## config.mk

```make
export PLATFORM = sky130hd
export DESIGN_NAME = rom_burst_reader
export DESIGN_NICKNAME = d
export VERILOG_FILES = /design/src/rtl/rom_burst_reader.sv
export SDC_FILE = /design/constraint.sdc
export NUM_CORES = 1
export LEC_CHECK = 0
export CAP_MARGIN = 20
export CORE_MARGIN = 1.5
export CORE_UTILIZATION = 52
export CTS_BUF_LIST = sky130_fd_sc_hd__clkbuf_4
export CTS_CLUSTER_SIZE = 10
export DETAILED_ROUTE_END_ITERATION = 12
export HOLD_SLACK_MARGIN = 0.05
export PLACE_DENSITY_LB_ADDON = 0.15
export SYNTH_ARGS = -nofsm -noshare
export SYNTH_HDL_FRONTEND = slang
export SYNTH_SLANG_ARGS = --single-unit
```

## constraint.sdc

```tcl
create_clock -name clk -period 2.45 [get_ports clk]
set_clock_uncertainty 0.2 [all_clocks]
set_input_delay 0.6125 -clock clk [delete_from_list [all_inputs] [get_ports clk]]
set_output_delay 0.6125 -clock clk [all_outputs]
set_load 0.05 [all_outputs]
```

## src/rtl/rom_burst_reader.sv

```systemverilog
// Burst initiator for a small combinational lookup ROM: walks a wrapping address
// range from start_addr and streams each registered ROM word over valid/ready.
module rom_burst_reader #(
  parameter int ADDR_W = 3,
  parameter int DATA_W = 4,
  parameter int LEN_W  = 4
) (
  input  logic              clk,
  input  logic              rst,
  input  logic              start,
  input  logic [ADDR_W-1:0] start_addr,
  input  logic [LEN_W-1:0]  len,
  output logic              busy,
  output logic              done,
  output logic [ADDR_W-1:0] addr,
  input  logic [DATA_W-1:0] rom_out,
  output logic [DATA_W-1:0] out_data,
  output logic              out_valid,
  output logic              out_last,
  input  logic              out_ready
);

  localparam int DEPTH = 2 ** ADDR_W;
  localparam int REM_W = ADDR_W + 1;

  typedef enum logic [1:0] {
    IDLE,
    FETCH,
    SEND,
    FIN
  } state_t;

  state_t           state;
  logic [REM_W-1:0] remaining;
  logic [REM_W-1:0] len_clamped;

  // Requests longer than the ROM depth are trimmed to one full pass.
  // NOTE: every output of a combinational block gets a value on every path;
  // assigning a default first keeps a latch from being inferred.
  always_comb begin
    len_clamped = REM_W'(DEPTH);
    if (len <= LEN_W'(DEPTH)) begin
      len_clamped = REM_W'(len);
    end
  end

  // NOTE: sequential state uses non-blocking assignments so every register
  // samples pre-edge values, independent of statement order.
  always_ff @(posedge clk or posedge rst) begin
    if (rst) begin
      state     <= IDLE;
      addr      <= '0;
      remaining <= '0;
      out_data  <= '0;
      out_valid <= 1'b0;
      out_last  <= 1'b0;
      done      <= 1'b0;
      busy      <= 1'b0;
    end else begin
      case (state)
        IDLE: begin
          if (start) begin
            busy <= 1'b1;
            if (len != '0) begin
              addr      <= start_addr;
              remaining <= len_clamped;
              state     <= FETCH;
            end else begin
              done  <= 1'b1;
              state <= FIN;
            end
          end
        end

        // addr has been stable since the previous edge, so the ROM word is settled.
        FETCH: begin
          out_data  <= rom_out;
          out_valid <= 1'b1;
          out_last  <= (remaining == REM_W'(1));
          state     <= SEND;
        end

        SEND: begin
          if (out_ready) begin
            out_valid <= 1'b0;
            out_last  <= 1'b0;
            remaining <= remaining - REM_W'(1);
            if (remaining == REM_W'(1)) begin
              done  <= 1'b1;
              state <= FIN;
            end else begin
              addr  <= addr + ADDR_W'(1);
              state <= FETCH;
            end
          end
        end

        FIN: begin
          done  <= 1'b0;
          busy  <= 1'b0;
          state <= IDLE;
        end

        default: state <= IDLE;
      endcase
    end
  end

endmodule

```

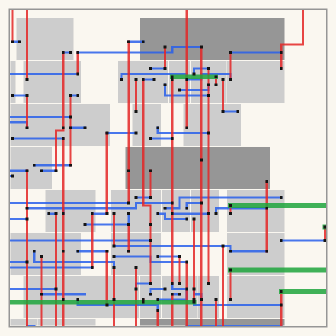
**Above:** run 1 (zoomed window).
Region (24, 24) to (44, 44) um. Cells in gray, sequential cells in the stronger gray; small squares are vias.
metal 3 -> green
metal 2 -> red
metal 1 -> blue
most frequent = clkdlybuf4s50_1 (7), nand2_1 (3), a2bb2oi_1 (3)
netlist names of flops here include = addr (2)
sequential cells in the window = 2
cells with their middle in the window = 25

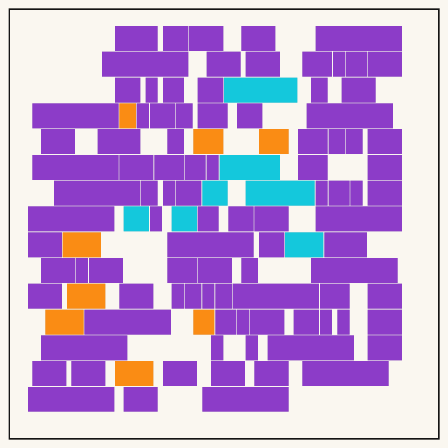
**Above:** run 1 (cell sizes after repair).
_0 and _1 cells -> purple  # cells 95, share 86%, most used clkdlybuf4s50_1
_2 cells -> orange  # cells 8, share 7.3%, most used mux2_2
_3 and _4 cells -> cyan  # cells 7, share 6.4%, most used clkbuf_4

==> flow_summary.toml, run 1 <==
# synthesis and place-and-route metrics
[cells_and_area]
finalNonFillerCells = 127
area_growth_syn_to_layout_pct = 30.0
final_common_cell = "clkdlybuf4s50_1"
lay_top_cells = "25 x clkdlybuf4s50_1, 17 x dfrtp_1, 6 x nand2_1"
nNetsFinal = 129
drive_above_1_share_pct = 13.6
nFillCells = 131

[min_path]
hp-class = "flop to flop"

[placed_design]
dp_cells = 123
io_buffers = 25
hpwl_um = 1340
pre_cts_slack_ps = 101

[logic_synthesis]
ys.flops = 17
edf_count = 0
synth_chip_area_um2 = 925
async_reset_ff_share_pct = 100
synth.net_count = 102
ys.warnings.count = 0
postSynthCellCount = 84
netlist_area_um2 = 925
synth-main-ff-cell = "dfrtp_1"
ys_cells = 84
synth_seq_share_pct = 46.0

[detailed_routing]
avgRoutedWirePerCell_um = 14.0
remaining_drc_errors = 0
vias = 740
drtIter0Drc = 26
drt_wl_total_um = 1780

[run]
max-cap-violations = 0

[final_timing]
final-setup-viol-count = 0
tns_ps = 0
maxSlewHeadroom_pct = 56.1
maxSlewViolCount = 0
fin_crit_ps = 2320
finalHoldViolCount = 0
fmax_mhz = 431
fin_ws_ps = 129

[grt]
grt_pass1_wl_um = 2990
track_usage_pct = 19.9
grt_pass1_vias = 660
gr-total-overflow = 0
grt_max_degree = 18
antenna_found_initial = 0

[die]
rows = 15
die-area_um2 = 2040
die_y_um = 45.2
core-area_um2 = 1690
initial_core_util_pct = 54.7
io_pins = 26
die_x_um = 45.2

[cts]
clk_pin_slew_ps = 100
post-cts-setup-buffers = 0
numCtsBuffers = 3
ctsResizeCount = 0
cts_root_buf = "clkbuf_4"
clk-insertion-delay-late_ps = 280
hold_buffers = 0
cts_sinks = 17

[worst_setup_path]
crit_fanout = 4
cp-end-kind = "primary output"
crit_slowest_cell = "clkdlybuf4s50_1"
crit_chain = "clkdlybuf4s50_1"
critical_path_class = "flop to primary output"
cp.required_ps = 1640
arrival_ps = 1510
rrSetupSlack_ps = 530
path_delay_family = "buffers and inverters"
cp-start-kind = "flop"

[pwr]
ir_drop_v = 0.000828
cellLeakagePower_nw = 0.490

[outcome]
outcome = "completed"
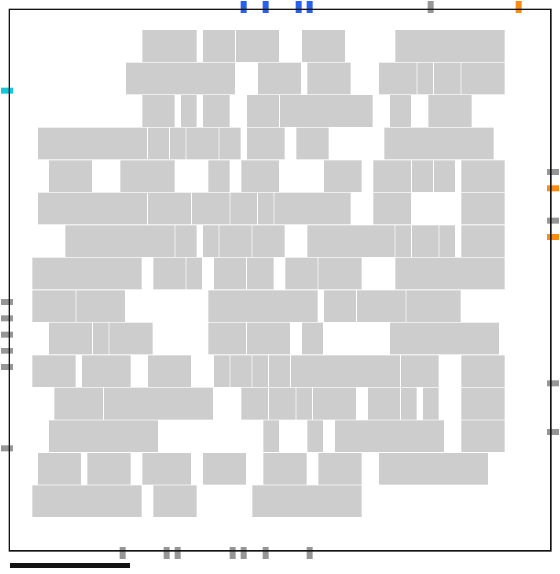
**Above:** run 1 (pin map).
The bar under the picture is 10 um long. Pins as bars across the die edge, other pins in gray.
addr -> orange  # pins 3, direction output, edge 2 right, 1 top
clk -> cyan  # pins 1, direction input, edge left
len -> blue  # pins 4, direction input, edge top
all pins by edge = 7 left, 7 bottom, 6 right, 6 top

==> run 1: sequential cells by signal, indices dropped and copies added, names as in the netlist <==
signal and count:
out_data 4, remaining 4, addr 3, state 2
busy 1, done 1, out_last 1, out_valid 1
==> run 1: cells by family after synthesis <==
| kind of cell | Yosys count | synth area share [%] |
|---|---|---|
| AOI/OAI and AO/OA | 26 | 22.3 |
| adders and majority gates | 3 | 4.06 |
| buffers and inverters | 8 | 4.33 |
| DFF | 17 | 46.0 |
| muxes | 6 | 7.04 |
| and+or+nand+nor | 24 | 16.2 |
==> run 1: layer usage <==
metal | track usage (%) | part of all wire, % | vias up
li1 | - | - | 362
met3 | 4.80 | 4.2 | 2
met2 | 31.1 | 50 | 24
met1 | 28.6 | 45 | 352
met5 | 0 | 0 | -
met4 | 3.53 | 0.79 | 0
==> run 1: report_power, final <==
group	switching, W	internal [W]	total [W]
Clock	0.0000888	0.0000605	0.000149
Sequential	0.000142	0.000419	0.000561
Combinational	0.000619	0.000416	0.00104
==> run 1: layout make-up <==
cell class	instances	area, um^2	share of cell area, %
multi-input combinational	59	459	38.2
sequential	17	425	35.4
timing repair buffer	25	250	20.8
clock buffer	3	22.5	1.87
tap	17	21.3	1.77
inverter	5	18.8	1.56
clock inverter	1	5.00	0.416
==> run 1: cell usage after synthesis, types with 3 or more instances <==
cell type | number | share of area [%]
dfrtp_1 | 17 | 46
a21oi_1 | 4 | 2.2
o22ai_1 | 3 | 2.0
a2bb2oi_1 | 4 | 3.8
nand2_1 | 6 | 2.4
nor2_1 | 5 | 2.0
mux2_2 | 4 | 4.9
ha_1 | 3 | 4.1
o21ai_0 | 3 | 1.6
inv_1 | 5 | 2.0
==> run 1: through the flow <==
step                      utilization (%)  instance area [um^2]  hold WS [ps]
after floorplan                         -                   925           322
after global placement               69.6                  1170           270
after detailed placement             69.6                  1170           275
after CTS                            71.2                  1200           301
after global routing                 71.2                  1200           339
final                                71.2                  1200           292
==> run 1: final timing paths <==
check,from,endpoint,cells after the start
hold / removal,done$_DFFE_PP0P_,done$_DFFE_PP0P_,2
min in group asynchronous,rst,out_data[0]$_DFFE_PP0P_,2
max in group asynchronous,rst,remaining[1]$_DFFE_PP0P_,2
hold reg to reg,done$_DFFE_PP0P_,done$_DFFE_PP0P_,2
setup / recovery,addr[0]$_DFFE_PP0P_,addr[0],1
setup reg to reg,state[1]$_DFFE_PP0P_,remaining[3]$_DFFE_PP0P_,4
==> run 2: changes to the inputs <==
--- a/config.mk
+++ b/config.mk
@@ -9,7 +9,7 @@
 export CORE_MARGIN = 1.5
 export CORE_UTILIZATION = 52
 export CTS_BUF_LIST = sky130_fd_sc_hd__clkbuf_4
-export CTS_CLUSTER_SIZE = 10
+export CTS_CLUSTER_SIZE = 8
 export DETAILED_ROUTE_END_ITERATION = 12
 export HOLD_SLACK_MARGIN = 0.05
 export PLACE_DENSITY_LB_ADDON = 0.15
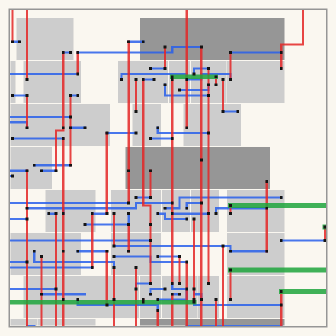
**Above:** run 2 (zoomed window).
Region (24, 24) to (44, 44) um. Cells in gray, sequential cells in the stronger gray; small squares are vias.
metal 2 -> red
metal 1 -> blue
metal 3 -> green
sequential cells in the window = 2
cells with their middle in the window = 25
most frequent = clkdlybuf4s50_1 (7), nand2_1 (3), a2bb2oi_1 (3)
netlist names of flops here include = addr (2)

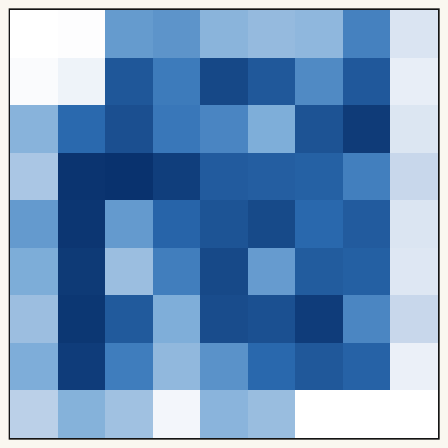
**Above:** run 2 (placement density heat map).
9 x 9 tiles, from white (low) to dark blue (high), 0 to 100% covered.
mean over tiles = 58%
tiles over 75% full = 41%
fullest tile = 99%
nearly empty tiles = 6.2%
densest ninth of the die = center

==> run 2 against run 1 <==
Net effect: worst hold slack did not move; core utilization did not move; critical path depth did not move; die area did not move; critical path type unchanged; largest cell class unchanged; highest routed layer unchanged.
==> flow_summary.toml, run 2 <==
# synthesis and place-and-route metrics
[final_timing]
holdWs_ps = 292
fmax_mhz = 431
finalHoldViolCount = 0
maxSlewViolCount = 0
tns_ps = 0
final-setup-viol-count = 0
fin_crit_ps = 2320

[logic_synthesis]
synth.net_count = 102
ys.flops = 17
synth_chip_area_um2 = 925
ys_cells = 84
synth-main-ff-cell = "dfrtp_1"
top_area_cell = "dfrtp_1"
postSynthCellCount = 84
netlist_top_cells_count = "17 x dfrtp_1, 6 x nand2_1, 5 x inv_1, 5 x nor2_1"

[pwr]
cellLeakagePower_nw = 0.490
ir_drop_v = 0.000828

[grt]
gr-total-overflow = 0
antenna_found_initial = 0
grt_max_degree = 18
track_usage_pct = 19.9

[detailed_routing]
remaining_drc_errors = 0
avgRoutedWirePerCell_um = 14.0
vias = 740
drt_wl_total_um = 1780

[run]
max-cap-violations = 0

[worst_setup_path]
path_delay_family = "buffers and inverters"
r2r_start = "state[1]$_DFFE_PP0P_"
arrival_ps = 1510
rr_worst_depth = 4
cp-start-kind = "flop"
cp-end-kind = "primary output"
worstReg2RegEnd = "remaining[3]$_DFFE_PP0P_"
critical_path_class = "flop to primary output"
crit_fanout = 4
crit_slowest_cell = "clkdlybuf4s50_1"

[cts]
ctsResizeCount = 0
cts_sinks = 17
post-cts-setup-buffers = 0
clk_pin_slew_ps = 100
cts_root_buf = "clkbuf_4"

[cells_and_area]
area_growth_syn_to_layout_pct = 30.0
drive_above_1_share_pct = 13.6

[die]
die_x_um = 45.2
core-area_um2 = 1690

[outcome]
outcome = "completed"

[placed_design]
hpwl_um = 1340

[min_path]
hold_start = "done$_DFFE_PP0P_"
==> run 2: cell counts in the layout (fill, tap and decap cells not counted) <==
No cell type changed its count.
==> run 2: how the worst max path moves through the flow <==
stage,start,end,depth (start not counted),slack (ps)
floorplan,out_ready,remaining[2]$_DFFE_PP0P_,3,720
global placement,start,remaining[2]$_DFFE_PP0P_,4,80
detailed placement,start,remaining[2]$_DFFE_PP0P_,4,100
CTS,addr[1]$_DFFE_PP0P_,addr[1],1,120
global route,addr[1]$_DFFE_PP0P_,addr[1],1,80
finish,addr[0]$_DFFE_PP0P_,addr[0],1,130
==> run 2: power by group <==
| group | internal, W | total (W) | switching [W] |
|---|---|---|---|
| Clock | 0.0000605 | 0.000149 | 0.0000888 |
| Sequential | 0.000419 | 0.000561 | 0.000142 |
| Combinational | 0.000416 | 0.00104 | 0.000619 |
| Total | 0.000896 | 0.00175 | 0.000849 |
==> run 2: layout make-up <==
cell class / instances / area [um^2] / share of cell area (%)
multi-input cells: 59 / 459 / 38.2
well taps: 17 / 21.3 / 1.77
clock buffers: 3 / 22.5 / 1.87
clock inverters: 1 / 5.00 / 0.416
repair buffers: 25 / 250 / 20.8
inverters: 5 / 18.8 / 1.56
flip-flops and latches: 17 / 425 / 35.4
==> run 2: metrics by stage <==
| step | power, W | std cells | instance area, um^2 | worst slack, ps |
|---|---|---|---|---|
| finish | 0.00175 | 127 | 1200 | 129 |
| global route | 0.00187 | 127 | 1200 | 79.8 |
| CTS | 0.00176 | 127 | 1200 | 117 |
| detailed placement | 0.00161 | 123 | 1170 | 101 |
| global placement | 0.00158 | 123 | 1170 | 82.3 |
| floorplan | 0.00132 | 84 | 925 | 723 |
==> run 2: per-layer routing <==
metal,global-route usage (%),wire (um),vias to the layer above
li1,-,-,362
met1,28.6,797,352
met2,31.1,890,24
met3,4.80,75,2
met4,3.53,14,0
met5,0,0,-
==> run 2: tightest hold or removal path, delay by kind of cell, from the launching register on <==
family	cells	cell delay, ps
AOI/OAI and AO/OA	1	50
and+or+nand+nor	1	50
DFF	1	360
==> run 2: cells by family (layout without fill, tap and decap cells) <==
family	after synthesis	in the layout	synth area share (%)
flops	17	17	46.0
fa+ha+maj	3	3	4.06
compound gates	26	26	22.3
simple gates	24	24	16.2
mux	6	6	7.04
buf+inv	8	34	4.33
Power is estimated from default activity; no workload was simulated.
